<file path="config.mk">
export PLATFORM = sky130hd
export DESIGN_NAME = scan_decoder_flat
export DESIGN_NICKNAME = d
export VERILOG_FILES = /design/src/rtl/scan_decoder_if.sv /design/src/rtl/scan_decoder.sv /design/src/flat_wrapper.sv
export SDC_FILE = /design/constraint.sdc
export NUM_CORES = 1
export LEC_CHECK = 0
export CELL_PAD_IN_SITES_DETAIL_PLACEMENT = 2
export CELL_PAD_IN_SITES_GLOBAL_PLACEMENT = 2
export CORE_ASPECT_RATIO = 0.5
export CORE_MARGIN = 2
export CORE_UTILIZATION = 34
export DETAILED_ROUTE_END_ITERATION = 12
export PLACE_DENSITY_LB_ADDON = 0.1
export SLEW_MARGIN = 20
export SYNTH_ARGS = -nofsm -noshare
export SYNTH_HDL_FRONTEND = slang
export SYNTH_SLANG_ARGS = --single-unit
</file>
<file path="constraint.sdc">
create_clock -name clk -period 4.85 [get_ports clk]
set_clock_uncertainty 0.2 [all_clocks]
set_input_delay 0.97 -clock clk [delete_from_list [all_inputs] [get_ports clk]]
set_output_delay 0.97 -clock clk [all_outputs]
set_load 0.01 [all_outputs]
</file>
<file path="src/rtl/scan_decoder_if.sv">
// Bus bundle for scan_decoder: enables, mode/select controls and decoded outputs.
interface scan_decoder_if #(
    parameter int SEL_W = 3,
    parameter int DIV_W = 16
);
    localparam int N = 1 << SEL_W;

    logic             g1;
    logic             g2a_n;
    logic             g2b_n;
    logic             mode;
    logic [SEL_W-1:0] sel;
    logic [SEL_W-1:0] scan_last;
    logic [DIV_W-1:0] div;
    logic [N-1:0]     y;
    logic [SEL_W-1:0] cur_sel;
    logic             tick;

    modport master (
        output g1, g2a_n, g2b_n, mode, sel, scan_last, div,
        input  y, cur_sel, tick
    );

    modport slave (
        input  g1, g2a_n, g2b_n, mode, sel, scan_last, div,
        output y, cur_sel, tick
    );
endinterface

</file>
<file path="src/rtl/scan_decoder.sv">
// Registered N-to-2^N line decoder with 74LS138-style enables and an
// auto-scan mode that steps the active line through 0..scan_last.
module scan_decoder #(
    parameter int SEL_W      = 3,
    parameter int DIV_W      = 16,
    parameter bit ACTIVE_LOW = 1'b1
) (
    input  logic         clk,
    input  logic         rst_n,
    scan_decoder_if.slave bus
);
    localparam int N = 1 << SEL_W;
    localparam logic [N-1:0] Y_IDLE = {N{ACTIVE_LOW}};

    typedef enum logic [1:0] {
        IDLE,
        MANUAL,
        SCAN
    } state_t;

    state_t           state;
    logic [N-1:0]     y_q;
    logic [SEL_W-1:0] cur_q;
    logic             tick_q;
    logic [DIV_W-1:0] count;
    logic             en;
    logic [SEL_W-1:0] next_idx;

    function automatic logic [N-1:0] decode(input logic [SEL_W-1:0] idx);
        logic [N-1:0] onehot;
        onehot      = '0;
        onehot[idx] = 1'b1;
        return ACTIVE_LOW ? ~onehot : onehot;
    endfunction

    // Combined enable and the wrap-aware successor of the held index.
    always_comb begin
        en       = bus.g1 & ~bus.g2a_n & ~bus.g2b_n;
        next_idx = (cur_q >= bus.scan_last) ? '0 : cur_q + 1'b1;
    end

    // Mode FSM; every output is registered at the same edge as the state.
    always_ff @(posedge clk or negedge rst_n) begin
        if (!rst_n) begin
            state  <= IDLE;
            y_q    <= Y_IDLE;
            cur_q  <= '0;
            tick_q <= 1'b0;
            count  <= '0;
        end else if (!en) begin
            state  <= IDLE;
            y_q    <= Y_IDLE;
            tick_q <= 1'b0;
            count  <= '0;
        end else if (!bus.mode) begin
            state  <= MANUAL;
            cur_q  <= bus.sel;
            y_q    <= decode(bus.sel);
            tick_q <= 1'b0;
            count  <= '0;
        end else begin
            state <= SCAN;
            if (state != SCAN) begin
                // Entry edge starts a fresh dwell on the held index.
                y_q    <= decode(cur_q);
                tick_q <= 1'b0;
                count  <= '0;
            end else if (count >= bus.div) begin
                // >= also catches div lowered below the running count.
                cur_q  <= next_idx;
                y_q    <= decode(next_idx);
                tick_q <= 1'b1;
                count  <= '0;
            end else begin
                y_q    <= decode(cur_q);
                tick_q <= 1'b0;
                count  <= count + 1'b1;
            end
        end
    end

    // Drive the bus outputs from the registered state.
    always_comb begin
        bus.y       = y_q;
        bus.cur_sel = cur_q;
        bus.tick    = tick_q;
    end
endmodule
</file>
<file path="src/flat_wrapper.sv">
// flat-port wrapper written by rule: the top's interface ports become plain ports
module scan_decoder_flat 
#(
    parameter int SEL_W      = 3,
    parameter int DIV_W      = 16,
    parameter bit ACTIVE_LOW = 1'b1
)
  (clk, rst_n, bus_g1, bus_g2a_n, bus_g2b_n, bus_mode, bus_sel, bus_scan_last, bus_div, bus_y, bus_cur_sel, bus_tick);
  scan_decoder_if #(.SEL_W(SEL_W), .DIV_W(DIV_W)) bus_i ();
  input  logic clk;
  input  logic rst_n;
  input wire logic [$bits(bus_i.g1)-1:0] bus_g1;
  input wire logic [$bits(bus_i.g2a_n)-1:0] bus_g2a_n;
  input wire logic [$bits(bus_i.g2b_n)-1:0] bus_g2b_n;
  input wire logic [$bits(bus_i.mode)-1:0] bus_mode;
  input wire logic [$bits(bus_i.sel)-1:0] bus_sel;
  input wire logic [$bits(bus_i.scan_last)-1:0] bus_scan_last;
  input wire logic [$bits(bus_i.div)-1:0] bus_div;
  output wire logic [$bits(bus_i.y)-1:0] bus_y;
  output wire logic [$bits(bus_i.cur_sel)-1:0] bus_cur_sel;
  output wire logic [$bits(bus_i.tick)-1:0] bus_tick;
  assign bus_i.g1 = bus_g1;
  assign bus_i.g2a_n = bus_g2a_n;
  assign bus_i.g2b_n = bus_g2b_n;
  assign bus_i.mode = bus_mode;
  assign bus_i.sel = bus_sel;
  assign bus_i.scan_last = bus_scan_last;
  assign bus_i.div = bus_div;
  assign bus_y = bus_i.y;
  assign bus_cur_sel = bus_i.cur_sel;
  assign bus_tick = bus_i.tick;
  scan_decoder #(.SEL_W(SEL_W), .DIV_W(DIV_W), .ACTIVE_LOW(ACTIVE_LOW)) u_core (.clk(clk), .rst_n(rst_n), .bus(bus_i));
endmodule
</file>
==> run_1/layers.png <==
Scale bar: 20 um.
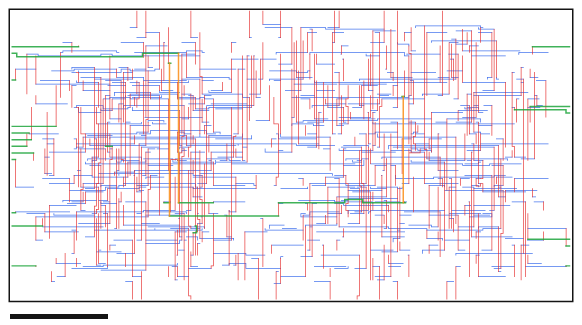
[green] M3 | wire length: 185 um
[orange] M4 | wire length: 83.6 um
[blue] M1 | wire length: 2830 um
[red] M2 | wire length: 2940 um
vias: 1843
routed length per instance: 17.5 um
Overall Global Routing Usage: 19.3%
drt total wl: 6040 um

==> run_1/placed.png <==
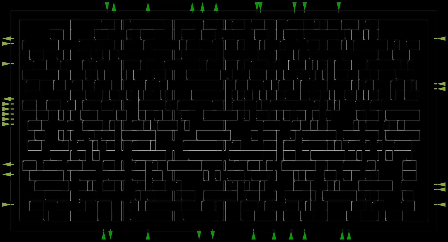
Finished Layout Cells: 345
flop count: 30
fill count: 668
std cell rows: 20
final core occ: 44.7%

==> impl_metrics.ini, run 1 <==
; generated from flow reports
[run_status]
status = complete, no violations

[logic_synthesis]
ys_top_cells_by_count = nor2_1 (26), inv_1 (25), dfrtp_1 (22)
mux_share_pct = 0.477
yosys_warnings = 0
ys_async_sr_fraction_pct = 100
synth_stat.cells = 229
top_area_share_pct = 26.3
topCellsByArea = dfrtp_1 (26%), ha_1 (13%), dfstp_2 (10%)
ys_sh_adder_pct = 12.5
ys_ff = 30
simple_gate_area_share_pct = 23.4
yosys.cell_count.top_type = nor2_1

[layout]
lay_top_count = clkdlybuf4s50_1
design_area_sq_mm = 0.00268
fin_nets = 316
drive_above_1_share_pct = 10.8
largest_reg_flops = 16

[clock_tree]
worstSkewPairLatency_ps = 280
clk_path_buf_depth = 2
cts_max_level = 2
cts_tree = built
clkSinkCount = 30

[global_route]
met1_usage_pct = 23.4
grt_pass1_wl_um = 9820
grt_util_met3_pct = 4.40
grt_busiest_layer = met2

[power_and_ir_drop]
comb_power_share_pct = 15.0
clkPwrFrac_pct = 45.2
p_comb_uw = 101
p_total_uw = 672
swShare_pct = 26.8

[floorplan]
die_y_um = 59.5

[worst_setup_path]
critPathMaxStageDelay_ps = 840
crit_chain = clkdlybuf4s50_1 > inv_1 > ha_1 > a21oi_1 > nor3_1 > or4_4 > o31ai_2 > a211oi_1 > a211o_1
cp_max_fo = 11
critPathArrivalTime_ps = 3890
crit_slowest_cell = o31ai_2
r2r_slack_ps = 1650

[final_timing]
relSlewSlack_pct = 35.9
fin_crit_ps = 3890
rsz0062_at_grt = false

[drt]
drtIter0Drc = 48
viasPerCell = 5.34
met2WireLength_um = 2940
routed-wl-met3_um = 185
==> run_1/ff_map.png <==
Scale bar: 20 um. Other sequential cells in the stronger gray, the rest of the logic in the fainter gray.
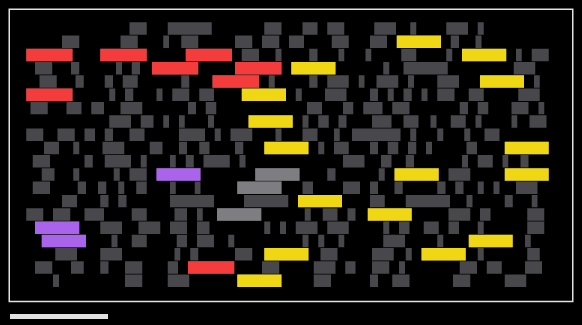
[red] u_core.bus.y | flops: 8
[yellow] u_core.count | flops: 16
[purple] u_core.bus.cur_sel | flops: 3
not colored: 3
Seq area share: 28.4%
Flop area: 761 sq um

-- run 1: area by class of cell --
cell class / instances / area share (%)
clock inverters: 2 / 0.373
inverters: 25 / 3.50
multi-input cells: 165 / 44.5
flip-flops and latches: 30 / 28.4
well taps: 77 / 3.59
repair buffers: 40 / 14.8
clock buffers: 6 / 4.80
-- run 1: how the worst max path moves through the flow --
stage / endpoint / slack [ps] / cells past startpoint
after floorplan: u_core.bus.y[5] / 1750 / 9
after global placement: u_core.bus.y[1] / 720 / 9
after detailed placement: u_core.bus.y[1] / 640 / 9
after CTS: u_core.bus.y[1] / 880 / 9
after global routing: u_core.bus.cur_sel[0] / 760 / 9
final: u_core.bus.y[1] / 960 / 9
==> run 2: changes to the inputs <==
Settings changed: CORE_UTILIZATION 34 to 29.
Clock period 4.85 ns to 3.1 ns, I/O delays scaled along.
==> impl_metrics.ini, run 2 <==
; generated from flow reports
[run_status]
status = complete, no violations

[floorplan]
fp_util_pct = 30.7
core-area_sq_mm = 0.00683
die_y_um = 64.1
die_x_um = 124
rows = 21
ios = 40
die-area_sq_mm = 0.00797

[power_and_ir_drop]
switchingPower_uw = 313
p_seq_uw = 412
clkPwrFrac_pct = 45.6
internal_power_uw = 808
power.density_mw_per_mm2 = 361
comb_power_share_pct = 17.6
swShare_pct = 27.9
p_comb_uw = 198
p_total_mw = 1.12

[logic_synthesis]
ys_ff = 30
ys_top_cells_by_count = nor2_1 (26), inv_1 (25), dfrtp_1 (22)
top_area_share_pct = 26.3
ys_sh_adder_pct = 12.5
simple_gate_area_share_pct = 23.4
synth_seq_share_pct = 36.3
topCombFamilyByArea = simple AND/OR/NAND/NOR gates
ys_area_sq_mm = 0.00210
topCellsByArea = dfrtp_1 (26%), ha_1 (13%), dfstp_2 (10%)
ys_async_sr_fraction_pct = 100
yosys_warnings = 0
yosys.cell_count.top_type = nor2_1
synth_cell_types = 51
mux_share_pct = 0.477
synthAoiAreaFrac_pct = 13.8
synth_stat.cells = 229
yosys.area.top_type = dfrtp_1

[final_timing]
fin_crit_ps = 3040
relSlewSlack_pct = 57.7
setup_viol_count_final = 0
fmax_mhz = 329

[drt]
wl_met1_um = 3270
met2WireLength_um = 3420
routed-wl-met3_um = 254
firstDrtPassIters = 4
final_antenna_net_count = 0
routed.top_layer = met4
viasPerCell = 5.07
drc = 0
drtIter0Drc = 31

[worst_setup_path]
cp-end-kind = flip-flop
crit_type = input port to flip-flop
cp_max_fo = 7
crit_chain = clkdlybuf4s50_1 > inv_1 > ha_2 > a21oi_4 > nor3_2 > or4_4 > o31a_4 > buf_6 > and3_4 > a211oi_2
crit_slowest_cell = or4_4
path_depth = 10
crit_required_ps = 3100
critPathArrivalTime_ps = 3040
critPathMaxStageDelay_ps = 580

[layout]
design_area_sq_mm = 0.00311
final_cell_mix = clkdlybuf4s50_1 (33), nor2_1 (26), dfrtp_1 (22)
fin_cells = 379
fin_nets = 335
regArea_sq_um = 761
drive_above_1_share_pct = 26.1
lay_top_count = clkdlybuf4s50_1
syn_to_final_growth_pct = 48.2
n_antenna_cell = 0
largest_reg_flops = 16

[global_route]
met1_usage_pct = 22.5
grt_busiest_layer = met2
globalRouteOverflowTotal = 0
grt_pass1_vias = 2243
grt_util_met3_pct = 5.03
grt_pass1_wl_um = 11500
grtUsageMet2_pct = 32.9
antenna_found_initial = 0

[clock_tree]
worstSkewPairLatency_ps = 280
post_cts_buffers = 2
clk_path_buf_depth = 2
clkSinkCount = 30
cts_tree = built
cts-resized-gates = 13
cts_max_level = 2
ctsHoldBuffers = 0

[hold_path]
min_delay_path_depth = 1
min_path_type = flip-flop to flip-flop

[placement]
io_buffers = 39
gp_congestion = 0.770
hpwl_um = 4950
dp_slack_ps = -436

[run]
warnings = 26
[run 2: area by class of cell]
type                    instances  area share [%]
multi-input cells             165            45.0
repair buffers                 59            18.9
inverters                      25            3.02
flip-flops and latches         30            24.5
clock inverters                 2           0.403
well taps                      92            3.71
clock buffers                   6            4.47
[run 2: final timing paths]
kind	from	to	slack, ps
worst max-delay path	bus_div[8]	u_core.bus.y[0]	60
min in group asynchronous	rst_n	u_core.count[7]	560
worst min-delay path	u_core.count[0]	u_core.count[0]	310
worst min register to register	u_core.count[0]	u_core.count[0]	310
max in group asynchronous	rst_n	u_core.bus.y[7]	1800
worst max register to register	u_core.count[12]	u_core.bus.y[0]	300
==> run_2/placed.png <==
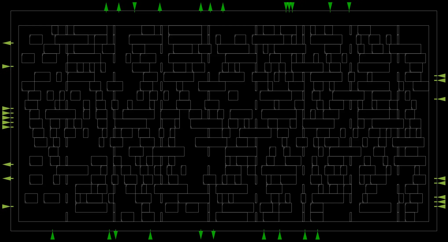
final core occ: 45.5%
fill count: 731
Seq area share: 24.5%

==> run_2/layers.png <==
Scale bar: 20 um.
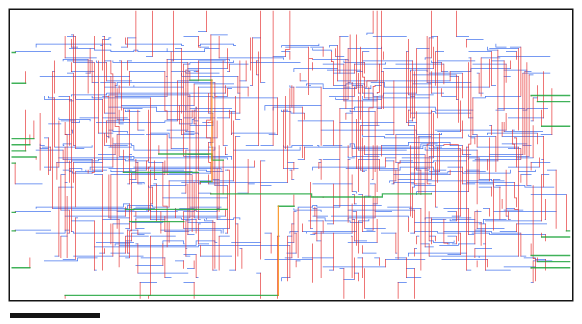
[blue] M1 | wire length: 3270 um
[red] M2 | wire length: 3420 um
[orange] M4 | wire length: 42.2 um
[green] M3 | wire length: 254 um
drt total wl: 6990 um
vias: 1920
routed length per instance: 18.4 um
Overall Global Routing Usage: 18.4%

==> run 3: changes to the inputs <==
Settings changed: GPL_ROUTABILITY_DRIVEN set to 0.
==> impl_metrics.ini, run 3 <==
; generated from flow reports
[layout]
fill_cells = 731
nNonClkInverters = 25
clock_buffers = 6
sh_seq_area_pct = 24.5
logic_gate_count = 165
clkCellAreaFrac_pct = 4.87
n_antenna_cell = 0

[clock_tree]
worstSkewPairLatency_ps = 280
cts_tree = built

[worst_setup_path]
crit_required_ps = 3100
cp-end-kind = flip-flop
crit_path_start = bus_div[8]
worst_r2r_endpoint = u_core.bus.y[0]
critPathArrivalTime_ps = 3040
cp-endpoint = u_core.bus.y[0]

[drt]
wl_met1_um = 3270

[power_and_ir_drop]
switchingPower_uw = 313
clkPwrFrac_pct = 45.6
p_total_mw = 1.12

[logic_synthesis]
topCellsByArea = dfrtp_1 (26%), ha_1 (13%), dfstp_2 (10%)
synthAoiAreaFrac_pct = 13.8
synth_cell_types = 51
ys_top_cells_by_count = nor2_1 (26), inv_1 (25), dfrtp_1 (22)
yosys.cell_count.top_type = nor2_1
ys_ff = 30
ys_sh_adder_pct = 12.5

[hold_path]
min_path_type = flip-flop to flip-flop
min_delay_path_depth = 1

[placement]
io_buffers = 39
hpwl_um = 4950

[global_route]
grt_util_met3_pct = 5.03
grt_pass1_vias = 2243
antenna_found_initial = 0
globalRouteOverflowTotal = 0

[floorplan]
ios = 40

[run_status]
status = complete, no violations

[final_timing]
setup_viol_count_final = 0
run 3: cell counts in the layout (fill, tap and decap cells not counted):
Identical to the previous run, type by type.
run 3: timing repair:
item	in CTS	in global routing
setup buffers	2	0
setup endpoints to repair	10	22
resized	13	34
cloned	1	0
pin swaps	5	17
run 3: stage by stage:
| stage | hold slack [ps] | TNS (ps) | worst slack, ps |
|---|---|---|---|
| after floorplan | 124 | 0 | 345 |
| after global placement | 305 | -3980 | -381 |
| after detailed placement | 319 | -5600 | -436 |
| after CTS | 320 | 0 | 2.98 |
| after global routing | 358 | -15.2 | -5.76 |
| final | 314 | 0 | 57.7 |
==> run_3/ff_map.png <==
Scale bar: 20 um. Other sequential cells in the stronger gray, the rest of the logic in the fainter gray.
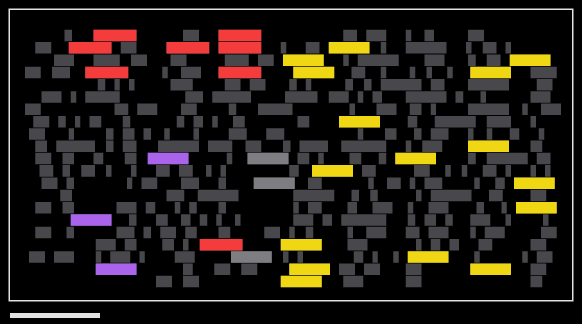
P_seq: 412 uW

==> run_3/placed.png <==
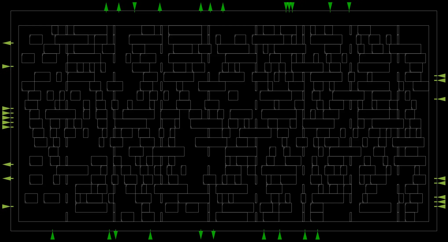
n_taps: 92
std cell rows: 21
Finished Layout Cells: 379
core area: 0.00683 sq mm


==> gallery <==
Placed cells, one color a class.
Scale bar: 20 um. Fill, decap, tap and diode cells in gray.
Plate I
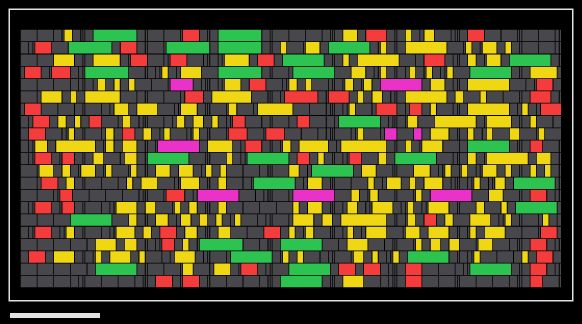
Plate II
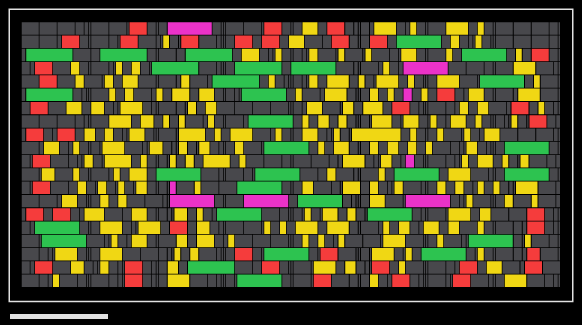
For run 2, see Plate I.
For run 1, see Plate II.
- largest die: Plate I

Key to Plate II:
[red] remaining buffers and delay cells | cells: 40
[green] sequential cells | cells: 30
[yellow] remaining logic cells | cells: 190
[magenta] clock drivers and dummy loads | cells: 8

Power and IR drop assume default switching activity.
